Figure 1. Met2 routing (run 1).
Drawn at 4 px/um.
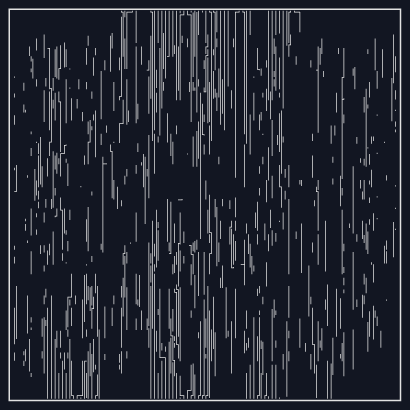
Figure 2. Nets reached from selected ports (run 1).
Drawn at 3 px/um.
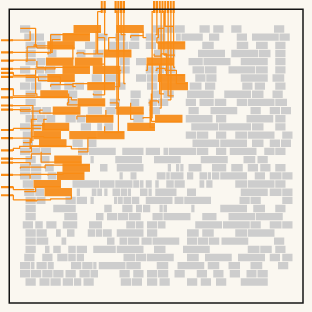
Figure 3. Metal layers overlaid (run 1).
Drawn at 3 px/um. Only two layers are drawn.
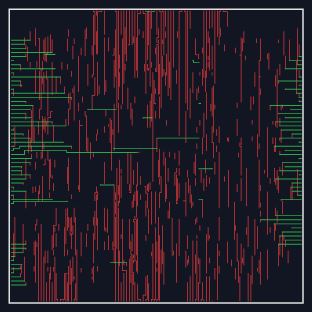
## config.mk

```make
export PLATFORM = sky130hd
export DESIGN_NAME = mem_access_ctrl
export DESIGN_NICKNAME = d
export VERILOG_FILES = /design/src/rtl/mem_access_ctrl.sv
export SDC_FILE = /design/constraint.sdc
export NUM_CORES = 1
export LEC_CHECK = 0
export ABC_AREA = 0
export CAP_MARGIN = 0
export CORE_MARGIN = 3
export CORE_UTILIZATION = 39
export CTS_CLUSTER_SIZE = 14
export DETAILED_ROUTE_END_ITERATION = 8
export PLACE_DENSITY_LB_ADDON = 0.05
export SYNTH_ARGS = -nofsm -noshare
export SYNTH_HDL_FRONTEND = slang
export SYNTH_SLANG_ARGS = --single-unit
export TNS_END_PERCENT = 30
```

## constraint.sdc

```tcl
create_clock -name clk -period 2.6 [get_ports clk]
set_input_delay 0.26 -clock clk [delete_from_list [all_inputs] [get_ports clk]]
set_output_delay 0.26 -clock clk [all_outputs]
set_load 0.05 [all_outputs]
```

## src/rtl/mem_access_ctrl.sv

```systemverilog
// MEM-stage initiator: turns pipeline load/store enables into word-addressed
// req/ack memory transactions, freezing the pipeline until each completes.
module mem_access_ctrl #(
  parameter int BASE    = 1024,
  parameter int DEPTH   = 64,
  parameter int AW      = 6,
  parameter int TIMEOUT = 15
) (
  input  logic          clk,
  input  logic          rst,
  input  logic          MEM_R_EN,
  input  logic          MEM_W_EN,
  input  logic [31:0]   ALU_Res,
  input  logic [31:0]   Val_Rm,
  output logic          freeze,
  output logic          ready,
  output logic [31:0]   data_mem,
  output logic          fault,
  output logic [AW-1:0] mem_addr,
  output logic [31:0]   mem_wdata,
  output logic          mem_re,
  output logic          mem_we,
  input  logic [31:0]   mem_rdata,
  input  logic          mem_ack
);

  localparam int CW = $clog2(TIMEOUT + 1);

  typedef enum logic [1:0] {IDLE, BUSY, DONE} state_t;

  state_t        state;
  logic [CW-1:0] cnt;
  logic [31:0]   off;
  logic          legal;
  logic          req;

  assign off    = ALU_Res - 32'(BASE);
  assign legal  = (ALU_Res >= 32'(BASE)) && (off[1:0] == 2'b00) && (off[31:2] < 30'(DEPTH));
  assign req    = MEM_R_EN | MEM_W_EN;
  assign freeze = req & ~ready;

  always_ff @(posedge clk or posedge rst) begin
    if (rst) begin
      state     <= IDLE;
      cnt       <= '0;
      ready     <= 1'b0;
      fault     <= 1'b0;
      data_mem  <= '0;
      mem_addr  <= '0;
      mem_wdata <= '0;
      mem_re    <= 1'b0;
      mem_we    <= 1'b0;
    end else begin
      case (state)
        IDLE: begin
          if (req) begin
            if (legal) begin
              // The strobe registers double as the transaction kind; write wins.
              mem_addr  <= off[AW+1:2];
              mem_wdata <= Val_Rm;
              mem_we    <= MEM_W_EN;
              mem_re    <= ~MEM_W_EN;
              cnt       <= '0;
              state     <= BUSY;
            end else begin
              fault    <= 1'b1;
              data_mem <= '0;
              ready    <= 1'b1;
              state    <= DONE;
            end
          end
        end
        BUSY: begin
          if (mem_ack) begin
            data_mem <= mem_re ? mem_rdata : 32'd0;
            fault    <= 1'b0;
            ready    <= 1'b1;
            mem_re   <= 1'b0;
            mem_we   <= 1'b0;
            state    <= DONE;
          end else if (cnt == CW'(TIMEOUT - 1)) begin
            // This ack-less cycle brings the count to TIMEOUT: abort.
            fault    <= 1'b1;
            data_mem <= '0;
            ready    <= 1'b1;
            mem_re   <= 1'b0;
            mem_we   <= 1'b0;
            state    <= DONE;
          end else begin
            cnt <= cnt + 1'b1;
          end
        end
        DONE: begin
          ready <= 1'b0;
          state <= IDLE;
        end
        default: state <= IDLE;
      endcase
    end
  end

endmodule

```

==> results.json, run 1 <==
{
  "status": "finished clean",
  "top_area_share_pct": 61.4,
  "r2r_cells": 7,
  "fp-utilization_pct": 41.1,
  "drive_above_1_share_pct": 8.65,
  "reg2reg_slack_ns": 0.69,
  "fin_worst_skew_ns": 0.00855,
  "numCtsBuffers": 9,
  "fp_nets": 328,
  "edf_count": 0,
  "root_buffer": "clkbuf_8",
  "aoi_share_pct": 12.7,
  "clock_path_buffers": 2,
  "tns_ns": 0,
  "simple_gate_area_share_pct": 7.33,
  "place_hpwl_mm": 6.00,
  "grt_max_degree": 81,
  "xor_share_pct": 0.537,
  "critPathRequiredTime_ns": 2.83,
  "post_cts.repair.setup_buffers": 0,
  "top_logic_kind": "multiplexers",
  "tightestPinTransition_ns": 1.14,
  "antenna_found_initial": 0,
  "max_stage_delay_ns": 0.56,
  "grt_pass1_wl_mm": 13.2,
  "synth.most_common_cell": "dfrtp_1",
  "cts.htree.levels": 3,
  "postRouteAntennaNets": 0,
  "dr.pass1.iters": 4,
  "slew_violations": 0,
  "ys_top_cells_by_area": "dfrtp_1 (61%), mux2_1 (13%), a22o_1 (8.6%)",
  "finalPower_mw": 2.41,
  "overflow": 0,
  "cts_resized": 0,
  "finalHoldViolCount": 0,
  "num-nets-final": 516
}
Notes on Figure 1 above:
- nets with wire on the layer: 457
- main direction: vertical
- wire length on this layer: 3,840 um
- longest straight run: 41.3 um
- share of all routed wire: 47%

Notes on Figure 2 above:
- `data_mem`: orange (direction output; edge 18 west, 14 north; end cells 32; buffers 32; wire 1,130 um)

Notes on Figure 3 above:
- met3: green (wire length 658 um)
- met2: red (wire length 3,840 um)
final WL: 8.09 mm
via count: 2,505
global-route usage over all layers: 17.2%

## run 1: worst max path at each step
| stage | depth (start not counted) | end | startpoint |
|---|---|---|---|
| finish | 7 | mem_wdata[12] | ALU_Res[14] |
| CTS | 7 | mem_wdata[3] | ALU_Res[14] |
| detailed placement | 7 | mem_wdata[3] | ALU_Res[14] |
| floorplan | 7 | mem_addr[5] | ALU_Res[14] |
| global route | 8 | mem_re | ALU_Res[14] |
| global placement | 7 | mem_wdata[7] | ALU_Res[14] |
## run 1: sequential cells by signal, indices dropped and copies added, names as in the netlist
| signal | flops |
|---|---|
| data_mem | 32 |
| mem_wdata | 32 |
| mem_addr | 6 |
| cnt | 4 |
| state | 2 |
| fault | 1 |
| mem_re | 1 |
| mem_we | 1 |
| ready | 1 |
## run 1: kinds of logic after synthesis
kind of cell / Yosys count
buffers and inverters: 17
muxes: 38
adders and majority gates: 2
DFF: 80
and+or+nand+nor: 39
AOI/OAI and AO/OA: 47
xor gates and xnor gates: 2
## run 1: final cells by class
cell class                 count  area (um2)
clock buffer                   9         124
clock inverter                 5        58.8
fill                         608        2570
inverter                       5        20.0
multi-input combinational    128        1130
sequential                    80        2000
tap                          102         128
timing repair buffer         189        1890
## run 1: routing by layer
metal | global-route usage [%] | routed length (um)
met1 | 21.6 | 3460
met2 | 28.2 | 3840
met3 | 5.74 | 657
met4 | 5.64 | 133
met5 | 0 | 0
## run 1: worst max-delay path, delay by kind of cell
kind	cells	cell delay, ns
buffers and inverters	2	0.62
and+or+nand+nor	2	1.07
AOI/OAI and AO/OA	2	0.38
muxes	1	0.35
## run 1: cell usage in the layout (no fill, tap or decap), types with 2 or more instances in the layout
master	instances
buf_4	11
clkdlybuf4s50_1	175
inv_1	4
clkinv_2	2
and3_1	2
or4_1	5
nor3_1	4
o211ai_1	2
nand2b_1	2
buf_12	3
clkinvlp_4	2
nand2_1	9
nor2_1	7
dfrtp_1	80
o21ai_1	2
a22o_1	32
clkbuf_8	9
ha_1	2
mux2_1	38
## run 1: metrics by stage
step                std cells  hold WS [ns]  worst slack, ns  util, %
finish                    518         0.302            0.146     67.5
global placement          504         0.467           -0.173     65.2
floorplan                 225         0.351            0.263        -
detailed placement        504         0.474           -0.241     65.2
global route              518         0.347           0.0540     67.5
CTS                       518         0.327            0.146     67.5
## run 1: where the power goes
part           switching [mW]  internal (mW)
sequential            0.00943           1.25
clock                   0.438          0.434
combinational           0.107          0.171
total                   0.555           1.86
Figure 4. Cell outlines without signal wires (run 1).
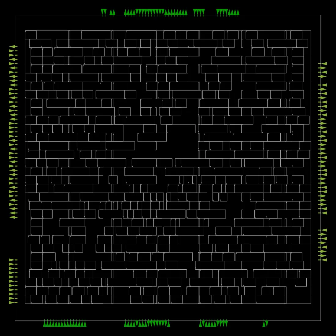

--- run 2 (diff from run 1) ---
--- a/config.mk
+++ b/config.mk
@@ -11,6 +11,7 @@
 export CORE_UTILIZATION = 39
 export CTS_CLUSTER_SIZE = 14
 export DETAILED_ROUTE_END_ITERATION = 8
+export GPL_TIMING_DRIVEN = 0
 export PLACE_DENSITY_LB_ADDON = 0.05
 export SYNTH_ARGS = -nofsm -noshare
 export SYNTH_HDL_FRONTEND = slang
Figure 5. Cell outlines without signal wires (run 2).
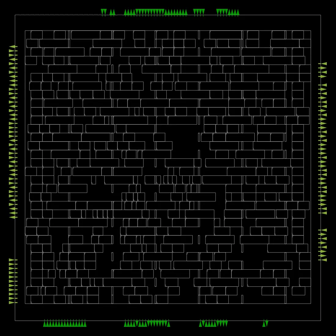
Seq/total area: 37.2%
Flops: 80

Figure 6. Ports around the boundary (run 2).
Drawn at 4 px/um. Pins as bars across the die edge, other pins in grey.
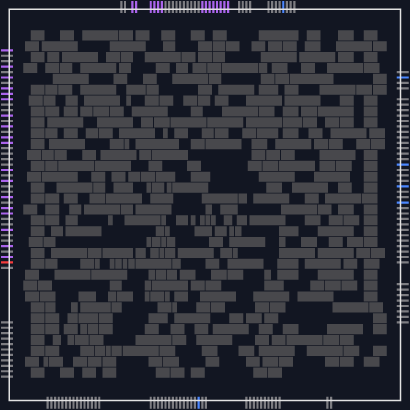
- `mem_addr`: blue (pins 6; direction output; edge 4 east, 1 north, 1 south)
- `freeze`: red (pins 1; direction output; edge west)
- `data_mem`: purple (pins 32; direction output; edge 18 west, 14 north)
- all pins by edge: 52 west, 43 south, 43 east, 38 north

Figure 7. Metal layers overlaid (run 2).
Drawn at 3 px/um. Only two layers are drawn.
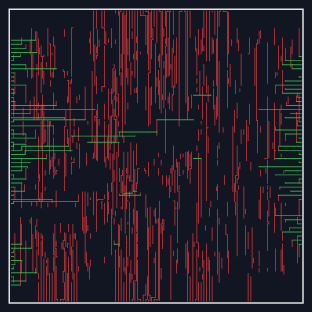
- met3: green (wire length 613 um)
- met2: red (wire length 4,390 um)

==> results.json, run 2 <==
{
  "num-nets-final": 515,
  "layout_top_cell": "clkdlybuf4s50_1",
  "synth.most_common_cell": "dfrtp_1",
  "ys_top_cells_by_area": "dfrtp_1 (61%), mux2_1 (13%), a22o_1 (8.6%)",
  "reg2reg_slack_ns": 0.40,
  "root_buffer": "clkbuf_8",
  "r2r_cells": 7,
  "met2_usage_pct": 32.1,
  "n_fill_cell": 600,
  "top_regs": "data_mem (32), mem_wdata (32), mem_addr (6)",
  "finalHoldViolCount": 0,
  "numCtsBuffers": 9,
  "tightestPinTransition_ns": 0.726,
  "final_cell_mix": "clkdlybuf4s50_1 (175), dfrtp_1 (80), mux2_1 (38)",
  "slew_violations": 0,
  "grt_pass1_wl_mm": 13.9,
  "drive_above_1_share_pct": 7.43,
  "finalWirelength_mm": 8.47,
  "stdcell_count": 519,
  "p_int_mw": 1.96,
  "clock_path_buffers": 2,
  "cts_resized": 0,
  "edf_count": 0,
  "place_inst": 503,
  "top_area_share_pct": 61.4,
  "p_seq_share_pct": 50.0,
  "dr.pass1.iters": 4,
  "crit_buf_inv": 3,
  "grt_use_met1_pct": 21.3,
  "num_vias": 2588,
  "fin_worst_skew_ns": 0.00724,
  "antenna_found_initial": 0,
  "top_usage_layer": "met2",
  "grt_max_degree": 56,
  "post_cts.repair.setup_buffers": 0,
  "max_stage_delay_ns": 0.57,
  "top_logic_kind": "multiplexers",
  "status": "finished clean",
  "cp_top_family": "simple AND/OR/NAND/NOR gates",
  "tns_ns": 0,
  "grtUsageMet3_pct": 5.46,
  "p_sw_uw": 559,
  "postRouteAntennaNets": 0,
  "cts.htree.levels": 3,
  "xor_share_pct": 0.537
}
==> run 2: cell count changes in the layout (fill, tap and decap cells not counted), sizes merged <==
cell	change
buf	-5
bufinv	+1
clkbuf	+5
clkinv	+2
clkinvlp	-2
==> run 2: cell type report <==
type | instances | area (um2) | share of cell area (%)
plain buffers | 12 | 116 | 2.16
well taps | 102 | 128 | 2.37
flip-flops and latches | 80 | 2000 | 37.2
clock buffers | 10 | 128 | 2.37
repair buffers | 176 | 1780 | 33.1
clock inverters | 6 | 83.8 | 1.56
multi-input cells | 128 | 1120 | 20.9
inverters | 5 | 21.3 | 0.395
==> run 2: per-stage QoR <==
step	hold WS, ns	worst slack, ns	area, um2
floorplan	0.351	0.263	3260
detailed placement	0.477	-0.304	5170
global placement	0.466	-1.00	5140
CTS	0.234	0.0713	5380
finish	0.239	0.0685	5380
global route	0.262	0.0105	5380
==> run 2: cell families (layout without fill, tap and decap cells) <==
logic type,Yosys count,count (layout)
multiplexers,38,38
buffers and inverters,17,209
XOR/XNOR,2,2
flip-flops,80,80
AND-OR/OR-AND,47,47
adder cells (fa/ha/maj),2,2
AND/OR/NAND/NOR,39,39
==> run 2: power groups by stage <==
| stage | clock [mW] | combinational, mW | sequential, mW |
|---|---|---|---|
| final | 0.978 | 0.281 | 1.26 |
| after global routing | 1.06 | 0.304 | 1.26 |
| after CTS | 1.01 | 0.285 | 1.26 |
| after detailed placement | 0 | 0.284 | 1.29 |
| after global placement | 0 | 0.273 | 1.29 |
| after floorplan | 0 | 0.0842 | 1.29 |
==> run 2: routing by layer <==
metal | up-vias | share of wire [%]
met2 | 110 | 52
met5 | - | 0
met3 | 8 | 7.2
met4 | 0 | 0.74
met1 | 1254 | 40
li1 | 1216 | -
==> run 2: worst max path at each step <==
stage | depth (start not counted) | startpoint | end | slack [ns]
final | 8 | ALU_Res[14] | mem_addr[5] | 0.07
after CTS | 8 | ALU_Res[14] | mem_addr[5] | 0.07
after detailed placement | 8 | ALU_Res[14] | mem_wdata[6] | -0.30
after floorplan | 7 | ALU_Res[14] | mem_addr[5] | 0.26
after global placement | 2 | rst | data_mem[18] | -1.00
after global routing | 8 | ALU_Res[14] | mem_addr[5] | 0.01
==> run 2: worst register-to-register path, cell delays in order, from the launching register on <==
cell and delay [ns]:
dfrtp_1 0.43, nand2b_1 0.23, a311oi_1 0.65, or3_1 0.26, nand2_1 0.11, o21ai_4 0.14, buf_6 0.19, a22o_1 0.14
--- run 3 (diff from run 2) ---
--- a/config.mk
+++ b/config.mk
@@ -5,7 +5,6 @@
 export SDC_FILE = /design/constraint.sdc
 export NUM_CORES = 1
 export LEC_CHECK = 0
-export ABC_AREA = 0
 export CAP_MARGIN = 0
 export CORE_MARGIN = 3
 export CORE_UTILIZATION = 39
Figure 8. Met2 routing (run 3).
Drawn at 4 px/um.
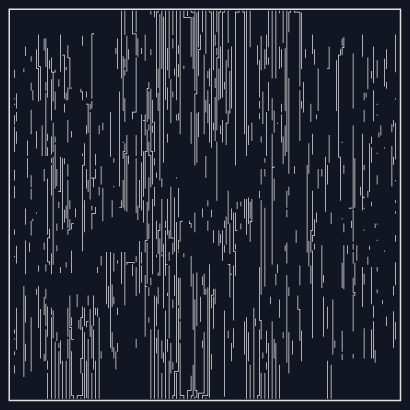
- main direction: vertical
- longest straight run: 41.5 um

Figure 9. Nets reached from selected ports (run 3).
Drawn at 3 px/um.
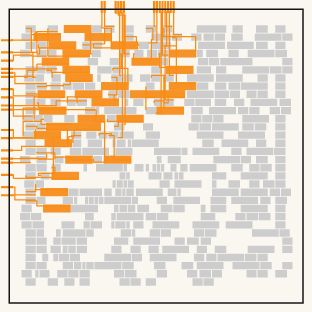
- `data_mem`: orange (direction output; edge 18 west, 14 north; end cells 32; buffers 32; wire 1,180 um)
port bufs: 175
I/O pin total: 176

==> results.json, run 3 <==
{
  "grt_max_degree": 56,
  "path_depth": 8,
  "finalPower_mw": 2.52,
  "overflow": 0,
  "cp-endpoint": "mem_addr[5]",
  "num-nets-final": 515,
  "grt_use_total_pct": 18.2,
  "dr.pass1.iters": 4,
  "status": "finished clean",
  "layout_top_cell": "clkdlybuf4s50_1",
  "num_vias": 2588,
  "fin_ws_ns": 0.0685,
  "cts_resized": 0,
  "crit_buf_inv": 3,
  "root_buffer": "clkbuf_8",
  "aoi_share_pct": 12.7,
  "xor_share_pct": 0.537,
  "reg2reg_slack_ns": 0.40,
  "grt_pass1_wl_mm": 13.9,
  "simple_gate_area_share_pct": 7.33,
  "fp_nets": 328,
  "fp-utilization_pct": 41.1,
  "dpl_worst_slack_ns": -0.304,
  "numCtsBuffers": 9,
  "top_area_share_pct": 61.4,
  "postRouteAntennaNets": 0,
  "r2r_cells": 7,
  "finalWirelength_mm": 8.47,
  "antenna_found_initial": 0,
  "tightestPinTransition_ns": 0.726,
  "finalHoldViolCount": 0,
  "edf_count": 0,
  "fin_worst_skew_ns": 0.00724,
  "n_fill_cell": 600,
  "clock_path_buffers": 2,
  "tns_ns": 0,
  "top_regs": "data_mem (32), mem_wdata (32), mem_addr (6)",
  "top_logic_kind": "multiplexers",
  "final_cell_mix": "clkdlybuf4s50_1 (175), dfrtp_1 (80), mux2_1 (38)",
  "ys_top_cells_by_area": "dfrtp_1 (61%), mux2_1 (13%), a22o_1 (8.6%)",
  "max_stage_delay_ns": 0.57,
  "post_cts.repair.setup_buffers": 0
}
Figure 10. Metal layers overlaid (run 3).
Drawn at 3 px/um. Only two layers are drawn.
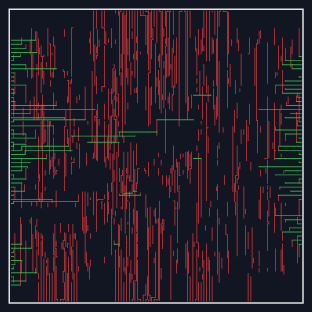
- met2: red (wire length 4,390 um)
- met3: green (wire length 613 um)

==> run 3: cell counts after synthesis <==
No cell type changed its count.
==> run 3: layer usage <==
| layer | track usage [%] | up-vias | part of all wire [%] |
|---|---|---|---|
| li1 | - | 1216 | - |
| met1 | 21.3 | 1254 | 40 |
| met2 | 32.1 | 110 | 52 |
| met3 | 5.46 | 8 | 7.2 |
| met4 | 5.54 | 0 | 0.74 |
| met5 | 0 | - | 0 |
==> run 3: kinds of logic after synthesis <==
kind of cell               after synthesis
buffers and inverters                   17
AOI/OAI and AO/OA                       47
and+or+nand+nor                         39
muxes                                   38
adders and majority gates                2
xor gates and xnor gates                 2
DFF                                     80
==> run 3: final cells by class <==
type / count / area [um2] / area share (%)
Buffer: 12 / 116 / 2.16
Clock buffer: 10 / 128 / 2.37
Clock inverter: 6 / 83.8 / 1.56
Inverter: 5 / 21.3 / 0.395
Multi-Input combinational cell: 128 / 1120 / 20.9
Sequential cell: 80 / 2000 / 37.2
Tap cell: 102 / 128 / 2.37
Timing Repair Buffer: 176 / 1780 / 33.1
==> run 3: worst min-delay path by stage <==
stage | from | to | slack, ns | cells past startpoint
3_5_place_dp | mem_wdata[23] | mem_wdata[23] | 0.48 | 1
2_1_floorplan | MEM_W_EN | mem_re | 0.35 | 1
6_report | rst | mem_addr[1] | 0.24 | 2
5_1_grt | rst | mem_addr[1] | 0.26 | 2
3_3_place_gp | mem_wdata[11] | mem_wdata[11] | 0.47 | 1
4_1_cts | rst | mem_addr[1] | 0.23 | 2
==> run 3: power by group <==
group	internal [mW]	switching [mW]
clock	0.538	0.441
sequential	1.25	0.00932
combinational	0.172	0.109
==> run 3: metrics by stage <==
stage	util [%]	cells	area (um2)
6_report	67.9	519	5380
3_3_place_gp	64.9	502	5140
3_5_place_dp	65.2	503	5170
5_1_grt	67.9	519	5380
2_1_floorplan	-	225	3260
4_1_cts	67.9	519	5380
Power is estimated from default activity; no workload was simulated.
